Design scan_code_assembler, sky130hd; sources not shown.
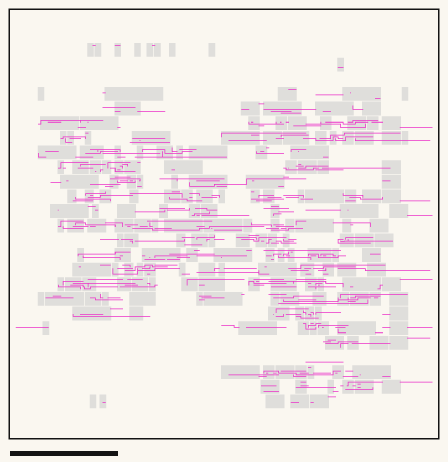
m1.png
The bar under the picture is 20 um long.
share of all routed wire = 47%
nets with wire on the layer = 184
longest straight run = 17.0 um
main direction = horizontal
GRT met1 Usage: 11.8%
Vias: 1,152
Total Wirelength: 2900 um

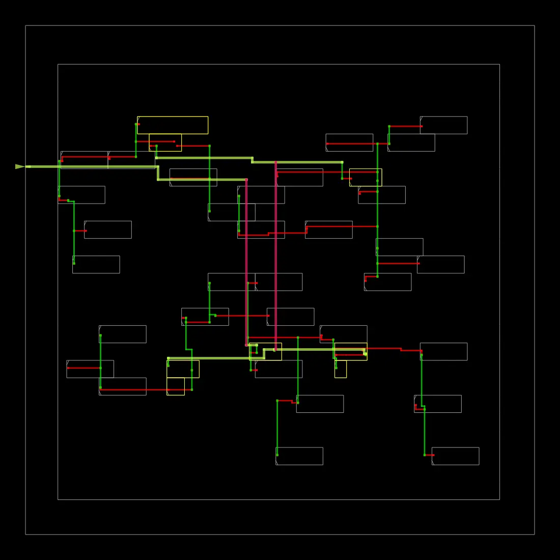
clock_nets.png
Clock buffer cells: 5
clock network power: 0.000318 W
clk_skew: 0.00813 ns

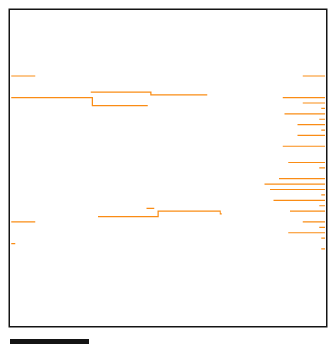
m3.png
The bar under the picture is 20 um long.
longest straight run = 20.2 um
share of all routed wire = 8.9%
nets with wire on the layer = 29
GR Util met3: 5.42%

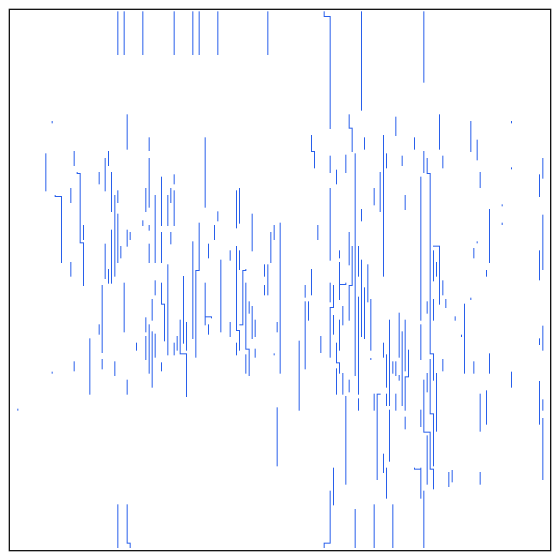
m2.png
main direction = vertical
longest straight run = 32.6 um
wire length on this layer = 1,210 um
met2 usage: 14.9%

==> results.json <==
{
  "cts_tree": "done",
  "cp_max_fo": 25,
  "status": "finished clean",
  "cts.sinks": 32,
  "dieArea_um2": 6320,
  "tightest_slew_ns": 0.674,
  "overflow": 0,
  "p_leak_nw": 0.703,
  "finalNetCount": 218,
  "lay_top_count": "dfxtp_1",
  "ant_nets": 0,
  "route.detailed.drc": 0,
  "wl_per_cell_um": 11.1,
  "antenna_found_initial": 0,
  "area_delta_synth_final_pct": 20.8,
  "r2r_cells": 6,
  "irDropWorstVdd_v": 0.000291,
  "rrSetupSlack_ns": 2.23,
  "port_buffers": 28,
  "hold_viol": 0,
  "grt_pass1_vias": 1083,
  "grt_max_degree": 26,
  "vias_per_cell": 4.41,
  "clock.latency.late_pin_ns": 0.29,
  "crit_path_end_kind": "flip-flop",
  "ys_chip_area_um2": 1590,
  "relSlewSlack_pct": 54.9,
  "maxSlewViolCount": 0,
  "track_usage_pct": 10.1,
  "finalPower_w": 0.000724,
  "min_path_type": "reg2reg",
  "yosysSeqAreaShare_pct": 40.2,
  "first_pass_iters": 4,
  "enable_flop_cells": 0,
  "clk_path_buf_depth": 2,
  "clk_pin_slew_ns": 0.07,
  "syn_inst": 181,
  "fill_cells": 479,
  "regArea_um2": 641,
  "tns_ns": 0,
  "fin_crit_sh_pct": 58.9,
  "rsz0062_at_grt": "no",
  "ys_cells": 181,
  "antennaDiodeCount": 0,
  "synthesis.area_per_instance_um2": 8.81,
  "hpwl_um": 2070,
  "post_cts_buffers": 0,
  "cts_hold_buffers": 0,
  "fp_util_pct": 34.0,
  "warning_count": 26,
  "fmax_ghz": 0.435,
  "final-setup-viol-count": 0,
  "core_area_um2": 4690,
  "first_iter_violations": 57,
  "largest_reg_flops": 17,
  "layout_top_cells": "32 x dfxtp_1, 28 x clkdlybuf4s50_1, 21 x nor2_1, 19 x nand2b_1, 17 x conb_1",
  "numCtsBuffers": 5,
  "placed_area_um2": 1810,
  "hold_depth": 2,
  "period_needed_ns": 2.30,
  "power.density_nw_per_um2": 376,
  "async_flop_share_pct": 0,
  "ff_type": "dfxtp_1",
  "max_cap_viol_count": 0,
  "htreeDepth": 2,
  "yosys_warnings": 0,
  "ys_ff": 32,
  "dieWidth_um": 79.5,
  "ys_types": 35,
  "netlist_area_um2": 1590,
  "arrival_ns": 2.51,
  "grt_pass1_wl_um": 4880,
  "cts_resized": 0,
  "dieHeight_um": 79.5,
  "cts_root_buf": "clkbuf_8",
  "combGateArea_um2": 800,
  "crit_type": "in2reg",
  "gp_congestion": 0.757,
  "worstSetupStartpointType": "input pin",
  "worstPathRequired_ns": 4.11,
  "row_count": 25,
  "io_pins": 46,
  "design_area_um2": 1930,
  "layout-drive-gt1-share_pct": 7.73
}
## cell type report
| class | count | share of cell area (%) |
|---|---|---|
| Sequential cell | 32 | 33.3 |
| Clock buffer | 5 | 3.57 |
| Inverter | 5 | 0.975 |
| Timing Repair Buffer | 29 | 14.9 |
| Tap cell | 54 | 3.51 |
| Clock inverter | 3 | 2.21 |
| Multi-Input combinational cell | 133 | 41.5 |
## cells by family after synthesis
logic type / count (synthesis) / share of synthesized area, %
adder cells (fa/ha/maj): 1 / 0.785
XOR/XNOR: 14 / 7.69
buffers and inverters: 32 / 13.4
AND/OR/NAND/NOR: 80 / 27.6
AND-OR/OR-AND: 13 / 5.10
other: 1 / 0.235
flip-flops: 32 / 40.2
multiplexers: 8 / 5.02
## cells in the mapped netlist, types with 3 or more instances
master | number | area share [%]
nand2_1 | 8 | 1.9
dfxtp_1 | 32 | 40
buf_4 | 22 | 10
a21oi_1 | 4 | 1.3
and3_1 | 3 | 1.2
xnor2_1 | 5 | 2.7
nor2_1 | 21 | 4.9
nand4_1 | 3 | 1.2
xor2_1 | 9 | 4.9
nand3_1 | 10 | 3.1
nand2b_1 | 19 | 7.5
mux2i_1 | 8 | 5.0
inv_1 | 5 | 1.2
## metal layers
layer  part of all wire [%]  track usage (%)
met1                     47             11.8
met5                      0                0
met3                    8.9             5.42
met2                     42             14.9
met4                    1.9             4.81
## report_power, final
group,switching [W],internal [W]
Clock,0.000129,0.000189
Combinational,0.0000408,0.0000303
Sequential,0.00000259,0.000333
## metrics by stage
step                cells  hold WS (ns)  setup slack (ns)  util (%)
global placement      253         0.460              1.27      38.7
detailed placement    253         0.462              1.28      38.7
CTS                   261         0.475              1.58      41.0
finish                261         0.472              1.60      41.0
floorplan             197         0.437              2.14         -
global route          261         0.488              1.49      41.0
## worst max-delay path, stage by stage
cell and delay (ns):
clkdlybuf4s50_1 0.76, or3_1 0.76, a21oi_1 0.20
No activity file was given, so power comes from the tool's default toggle rates.
